[src/rtl/mat_pkg.sv]
// Shared constants, state encoding and packed-field helpers for the
// 2x2 matrix operand transmitter.
package mat_pkg;

  localparam int ELEM_W = 4;
  localparam int DIM    = 2;
  localparam int BEATS  = 8;
  localparam int BEAT_W = $clog2(BEATS);
  localparam int MAT_W  = DIM * DIM * ELEM_W;
  localparam int ROW_W  = DIM * ELEM_W;

  // Row-major packing: element [r][c] lives at bit offset (r*DIM + c)*ELEM_W.
  localparam int OFF_00 = 0;
  localparam int OFF_01 = ELEM_W;
  localparam int OFF_10 = 2 * ELEM_W;
  localparam int OFF_11 = 3 * ELEM_W;

  typedef enum logic {
    ST_IDLE = 1'b0,
    ST_SEND = 1'b1
  } state_t;

  // Bit offset of element [row][col] inside a packed row-major matrix.
  function automatic int elem_off(input int row, input int col,
                                  input int dim, input int elem_w);
    return (row * dim + col) * elem_w;
  endfunction

endpackage

[src/rtl/mat_elem_sel.sv]
// Combinational selector: picks element [row][col] out of a packed
// row-major square matrix.
module mat_elem_sel
  import mat_pkg::*;
#(
  parameter int ELEM_W = mat_pkg::ELEM_W,
  parameter int DIM    = mat_pkg::DIM,
  localparam int IDX_W = (DIM > 1) ? $clog2(DIM) : 1
) (
  input  logic [DIM*DIM*ELEM_W-1:0] mat,
  input  logic [IDX_W-1:0]          row,
  input  logic [IDX_W-1:0]          col,
  output logic [ELEM_W-1:0]         elem
);

  // Full decode over all (row, col) pairs; out-of-range indices yield zero.
  always_comb begin
    elem = '0;
    for (int r = 0; r < DIM; r++) begin
      for (int c = 0; c < DIM; c++) begin
        if (int'(row) == r && int'(col) == c) begin
          elem = mat[elem_off(r, c, DIM, ELEM_W) +: ELEM_W];
        end
      end
    end
  end

endmodule

[src/rtl/mat_operand_tx.sv]
// Matrix operand transmitter: captures a 2x2 A/B operand pair and streams
// eight beats {i,j,k} to a downstream multiplier, each beat carrying row
// A[i] and element B[k][j]. Only DIM=2 is supported.
module mat_operand_tx
  import mat_pkg::*;
#(
  parameter int ELEM_W = mat_pkg::ELEM_W,
  parameter int DIM    = mat_pkg::DIM
) (
  input  logic                      clk,
  input  logic                      reset,
  input  logic                      in_valid,
  output logic                      in_ready,
  input  logic [DIM*DIM*ELEM_W-1:0] in_mat_a,
  input  logic [DIM*DIM*ELEM_W-1:0] in_mat_b,
  output logic [DIM*ELEM_W-1:0]     mat1,
  output logic [ELEM_W-1:0]         mat2,
  output logic                      out_valid,
  input  logic                      out_ready,
  output logic                      out_first,
  output logic                      out_last,
  output logic                      busy
);

  localparam int MW    = DIM * DIM * ELEM_W;
  localparam int IDX_W = (DIM > 1) ? $clog2(DIM) : 1;

  state_t              state_q, state_d;
  logic [BEAT_W-1:0]   beat_p0, beat_d;
  logic [MW-1:0]       mat_a_p0, mat_a_d;
  logic [MW-1:0]       mat_b_p0, mat_b_d;
  logic                vld_p0;
  logic                fire;
  logic                is_last;
  logic                accept;
  logic [ELEM_W-1:0]   a_lo, a_hi, b_el;

  // Beat index b = {i, j, k}: k is the fastest-varying bit.
  logic [IDX_W-1:0] idx_i, idx_j, idx_k;
  assign idx_i = beat_p0[2];
  assign idx_j = beat_p0[1];
  assign idx_k = beat_p0[0];

  // ---- stage p0 -> output: element selection from the captured operands
  mat_elem_sel #(.ELEM_W(ELEM_W), .DIM(DIM)) u_sel_a_lo (
    .mat  (mat_a_p0),
    .row  (idx_i),
    .col  (IDX_W'(0)),
    .elem (a_lo)
  );

  mat_elem_sel #(.ELEM_W(ELEM_W), .DIM(DIM)) u_sel_a_hi (
    .mat  (mat_a_p0),
    .row  (idx_i),
    .col  (IDX_W'(1)),
    .elem (a_hi)
  );

  mat_elem_sel #(.ELEM_W(ELEM_W), .DIM(DIM)) u_sel_b (
    .mat  (mat_b_p0),
    .row  (idx_k),
    .col  (idx_j),
    .elem (b_el)
  );

  // Data outputs are forced to zero whenever no beat is being presented.
  assign mat1 = vld_p0 ? {a_hi, a_lo} : '0;
  assign mat2 = vld_p0 ? b_el : '0;

  // Next-state, handshake and beat-sequencing logic.
  always_comb begin
    state_d   = state_q;
    beat_d    = beat_p0;
    mat_a_d   = mat_a_p0;
    mat_b_d   = mat_b_p0;
    vld_p0    = (state_q == ST_SEND);
    out_valid = vld_p0;
    busy      = vld_p0;
    fire      = vld_p0 & out_ready;
    is_last   = (beat_p0 == BEAT_W'(BEATS - 1));
    out_first = vld_p0 & (beat_p0 == '0);
    out_last  = vld_p0 & is_last;
    // New operands are taken when idle, or on the cycle the final beat
    // leaves so that back-to-back transfers have no bubble.
    in_ready  = !reset && ((state_q == ST_IDLE) || (fire && is_last));
    accept    = in_valid & in_ready;

    if (fire) begin
      if (is_last) begin
        state_d = ST_IDLE;
      end else begin
        beat_d = beat_p0 + BEAT_W'(1);
      end
    end

    if (accept) begin
      mat_a_d = in_mat_a;
      mat_b_d = in_mat_b;
      beat_d  = '0;
      state_d = ST_SEND;
    end
  end

  // ---- stage in -> p0: state, beat counter and captured operands
  always_ff @(posedge clk) begin
    if (reset) begin
      state_q  <= ST_IDLE;
      beat_p0  <= '0;
      mat_a_p0 <= '0;
      mat_b_p0 <= '0;
    end else begin
      state_q  <= state_d;
      beat_p0  <= beat_d;
      mat_a_p0 <= mat_a_d;
      mat_b_p0 <= mat_b_d;
    end
  end

endmodule

[config.mk]
export PLATFORM = sky130hd
export DESIGN_NAME = mat_operand_tx
export DESIGN_NICKNAME = d
export VERILOG_FILES = /design/src/rtl/mat_pkg.sv /design/src/rtl/mat_elem_sel.sv /design/src/rtl/mat_operand_tx.sv
export SDC_FILE = /design/constraint.sdc
export NUM_CORES = 1
export LEC_CHECK = 0
export CORE_ASPECT_RATIO = 0.8
export CORE_MARGIN = 4
export CORE_UTILIZATION = 51
export DETAILED_ROUTE_END_ITERATION = 7
export PLACE_DENSITY = 0.9
export REMOVE_ABC_BUFFERS = 1
export SLEW_MARGIN = 25
export SYNTH_ARGS = -nofsm -noshare
export SYNTH_HDL_FRONTEND = slang
export SYNTH_HIERARCHICAL = 1
export SYNTH_SLANG_ARGS = --single-unit
[constraint.sdc]
create_clock -name clk -period 3.4 [get_ports clk]
set_clock_uncertainty 0.05 [all_clocks]
set_input_delay 0.51 -clock clk [delete_from_list [all_inputs] [get_ports clk]]
set_output_delay 0.51 -clock clk [all_outputs]
set_load 0.02 [all_outputs]
**Placed standard cells**

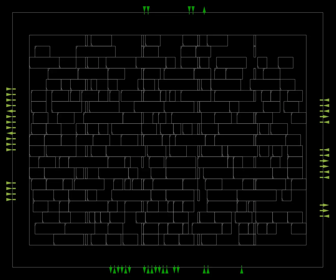
core area: 3518 sq um
fin cells: 255
Rows: 19

**Placement density heat map**

8 x 6 tiles, from white (low) to dark blue (high), 0 to 100% covered.
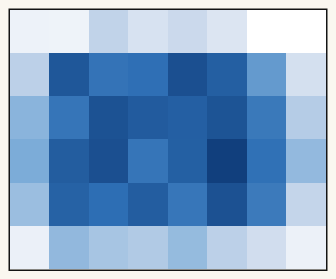
The mean over all tiles is 52%. 29% of the tiles are over 75% full. The emptiest ninth of the die: top right.
fin util: 0.7198
Initial Utilization: 0.5416

**Pin placement**

Pins as bars across the die edge, other pins in grey.
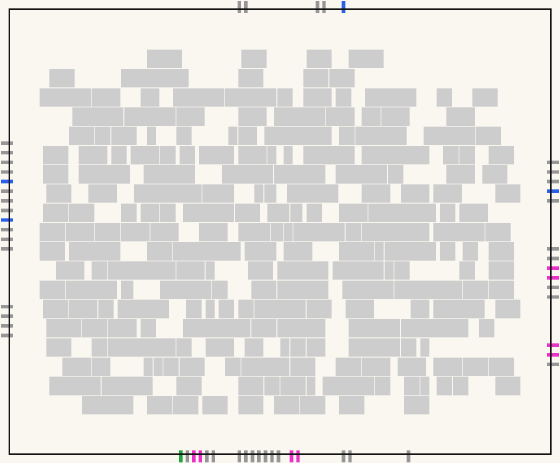
Key: mat1 = magenta [pins 8, direction output, edge 4 right, 4 bottom]; out_valid = green [pins 1, direction output, edge bottom]; mat2 = blue [pins 4, direction output, edge 2 left, 1 right, 1 top]
width of the chip: 76.34 um
die span in y: 62.68 um

**Clock distribution**

Scale bar: 20 um.
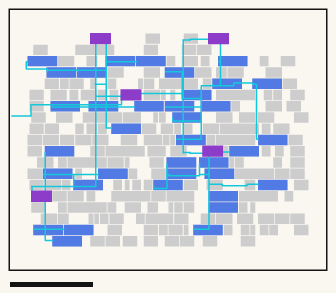
Key: clock-net drivers = purple [count 5]; flip-flops = blue [count 36]; clock wires = cyan [length 425 um]
There are 6 routed clock nets.
P_clk: 0.280 mW
clk_lat worst skew: 0.29 ns
clock power share: 0.305

**M3 wires**

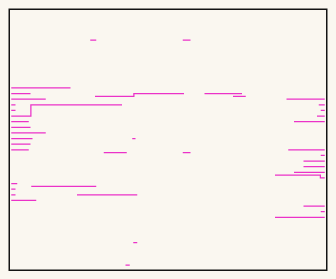
36 nets have wire on it. The layer holds 6.2% of the routed length. The wires run mostly horizontal.
vias: 1345
Routed WL: 3966 um
met3 usage: 0.05476

==> flow_summary.ini <==
; physical design summary
[clock_network]
cts_hold_buf = 0
numCtsBuffers = 5
post-cts-setup-buffers = 0
clock_path_buffers = 2
h-tree-depth = 2
cts.clk_slew.worst_paths_ns = 0.07
post_cts_resized = 0
cts_tree = built
cts_root_buffer = clkbuf_8
cts_sinks = 36

[global_routing]
antenna_found_initial = 0
grt_pass1_wl_um = 6713
grt_usage = 0.1788
grt_max_degree = 36
grt_pass1_vias = 1457
grt_overflow = 0

[final_timing]
tightestPinTransition_ns = 0.5501
finalSetupTns_ns = 0
rsz0062_at_grt = false
timing.slew.headroom = 0.6328
setup_slack_ns = 0.6327
slew_violations = 0
final.min_clock_period_ns = 2.767
max_freq_mhz = 361.4
hold_viol = 0
setup_viol = 0
period_used_share = 0.8139

[floorplan]
dieArea_sq_um = 4785
io_pins = 53

[logic_synthesis]
yosys.stat.chipArea_sq_um = 1906
yosys_warnings = 6
syn_area_sq_um = 1906
synthCells = 155
yosys.area.top_type = dfxtp_1
ys_cells = 155
top_cell_area_share = 0.3782
top_cells_by_area = dfxtp_1 (38%), mux2_2 (19%), mux4_1 (17%), nor2b_1 (8.9%), and2_1 (4.3%)
synth_seq_share = 0.3782
synth_cell_types = 22
avgSynthCellArea_sq_um = 12.29
numSynthFlops = 36

[setup_path]
slowest_delay_ns = 0.61
path_delay_family = multiplexers
crit_path_start_kind = flip-flop
cp_slowest_cell = mux4_1
crit_type = reg -> out
worst-path-buf-inv = 1
ff2ff_setup_slack_ns = 1.19
arrival_ns = 2.21
crit_fanout = 11
path_cells = mux4_1 -> and2_1 -> clkdlybuf4s50_1
cp-end-kind = primary output
cp.required_ns = 2.84

[routing]
firstDrtPassIters = 4
vias_per_cell = 5.275
drc_errors = 0
drtIter0Drc = 34
ant_nets = 0
wire_per_inst_um = 15.55

[power]
vdd_ir_drop_max_mv = 0.3292
p_leak_nw = 1.077
powerDensity_nw_per_um2 = 362.9

[layout]
layout-drive-gt1-share = 0.1972
design_area_sq_um = 2532
logic_area_sq_um = 1139
layout_top_cells = clkdlybuf4s50_1 (52), dfxtp_1 (36), mux2_2 (32)
n_fill_cell = 253
area_growth_pct = 32.90
final-seq-area_sq_um = 720.7
num_antenna_cells = 0
layout_top_cell = clkdlybuf4s50_1
final_nets = 252

[run]
warnings = 26
cap_violations = 0

[outcome]
status = finished clean

[place]
portBuffers = 52
dp_worst_setup_slack_ns = 0.7808
dp_hpwl_um = 2985
place_congestion = 0.6939
placed_cell_area_sq_um = 2455

[min_path]
hold_class = reg -> reg
registers in the layout, summed over array words and instances (netlist names):
| register | flops |
|---|---|
| mat_a_p0 | 16 |
| mat_b_p0 | 16 |
| beat_p0 | 3 |
| busy | 1 |
per-stage QoR:
| step | hold slack, ns | power [mW] | instances |
|---|---|---|---|
| after CTS | 0.5393 | 0.9322 | 255 |
| after floorplan | 0.4998 | 0.5633 | 152 |
| after global placement | 0.5078 | 0.6379 | 248 |
| after global routing | 0.5728 | 0.9690 | 255 |
| final | 0.5346 | 0.9189 | 255 |
| after detailed placement | 0.5229 | 0.6498 | 248 |
worst reg2reg max path: stages (launching register included):
cell and delay, ns:
dfxtp_1 0.51, ha_1 0.22, ha_1 0.23, a21boi_4 0.09, nor3b_4 0.16, buf_4 0.41
mux2_2 0.41
synthesized netlist by cell type:
master,number
xnor2_1,1
nor2_1,4
ha_1,3
conb_1,2
nor2b_1,27
nor3_1,3
clkbuf_1,3
buf_1,1
buf_4,1
nand2_1,1
and2_1,13
buf_6,3
dfxtp_1,36
nor3b_4,1
mux2i_1,2
nand3b_1,1
mux2_2,32
inv_1,2
mux4_1,12
clkbuf_2,1
a21boi_4,1
and2b_1,5
area by class of cell:
class | count | share of cell area
multi-input cells | 114 | 0.4496
flip-flops and latches | 36 | 0.2846
repair buffers | 54 | 0.2115
clock buffers | 6 | 0.02866
well taps | 42 | 0.02075
inverters | 2 | 0.002964
clock inverters | 1 | 0.001976
cell families (layout without fill, tap and decap cells):
logic type,count (synthesis),count (layout),synth area share
buffers and inverters,11,63,0.03611
adders and majority gates,3,3,0.01970
xor gates and xnor gates,1,1,0.004597
AOI/OAI and AO/OA,1,1,0.009850
DFF,36,36,0.3782
and+or+nand+nor,55,55,0.1825
muxes,46,46,0.3651
other,2,8,0.003941
final timing paths:
path / start / endpoint / depth (start not counted)
worst max-delay path: beat_p0[2] / mat1[2] / 3
worst min-delay path: mat_b_p0[7] / mat_b_p0[7] / 2
worst min register to register: mat_b_p0[7] / mat_b_p0[7] / 2
worst max register to register: beat_p0[1] / mat_a_p0[6] / 6
power by group:
group          total [mW]  internal [mW]  switching, mW  leakage, nW
registers           0.470          0.451         0.0191        0.296
clock network       0.280          0.139          0.141       0.0410
logic               0.169          0.111         0.0577        0.740
total               0.919          0.701          0.218         1.08
layer usage:
metal | wire (um) | vias to the layer above | global-route usage | part of all wire
met3 | 244 | 10 | 0.05476 | 0.062
met5 | 0 | - | 0 | 0
met4 | 114 | 0 | 0.09276 | 0.029
met1 | 1577 | 635 | 0.2009 | 0.40
met2 | 2029 | 45 | 0.3059 | 0.51
li1 | - | 655 | - | -
Power and IR drop assume default switching activity.
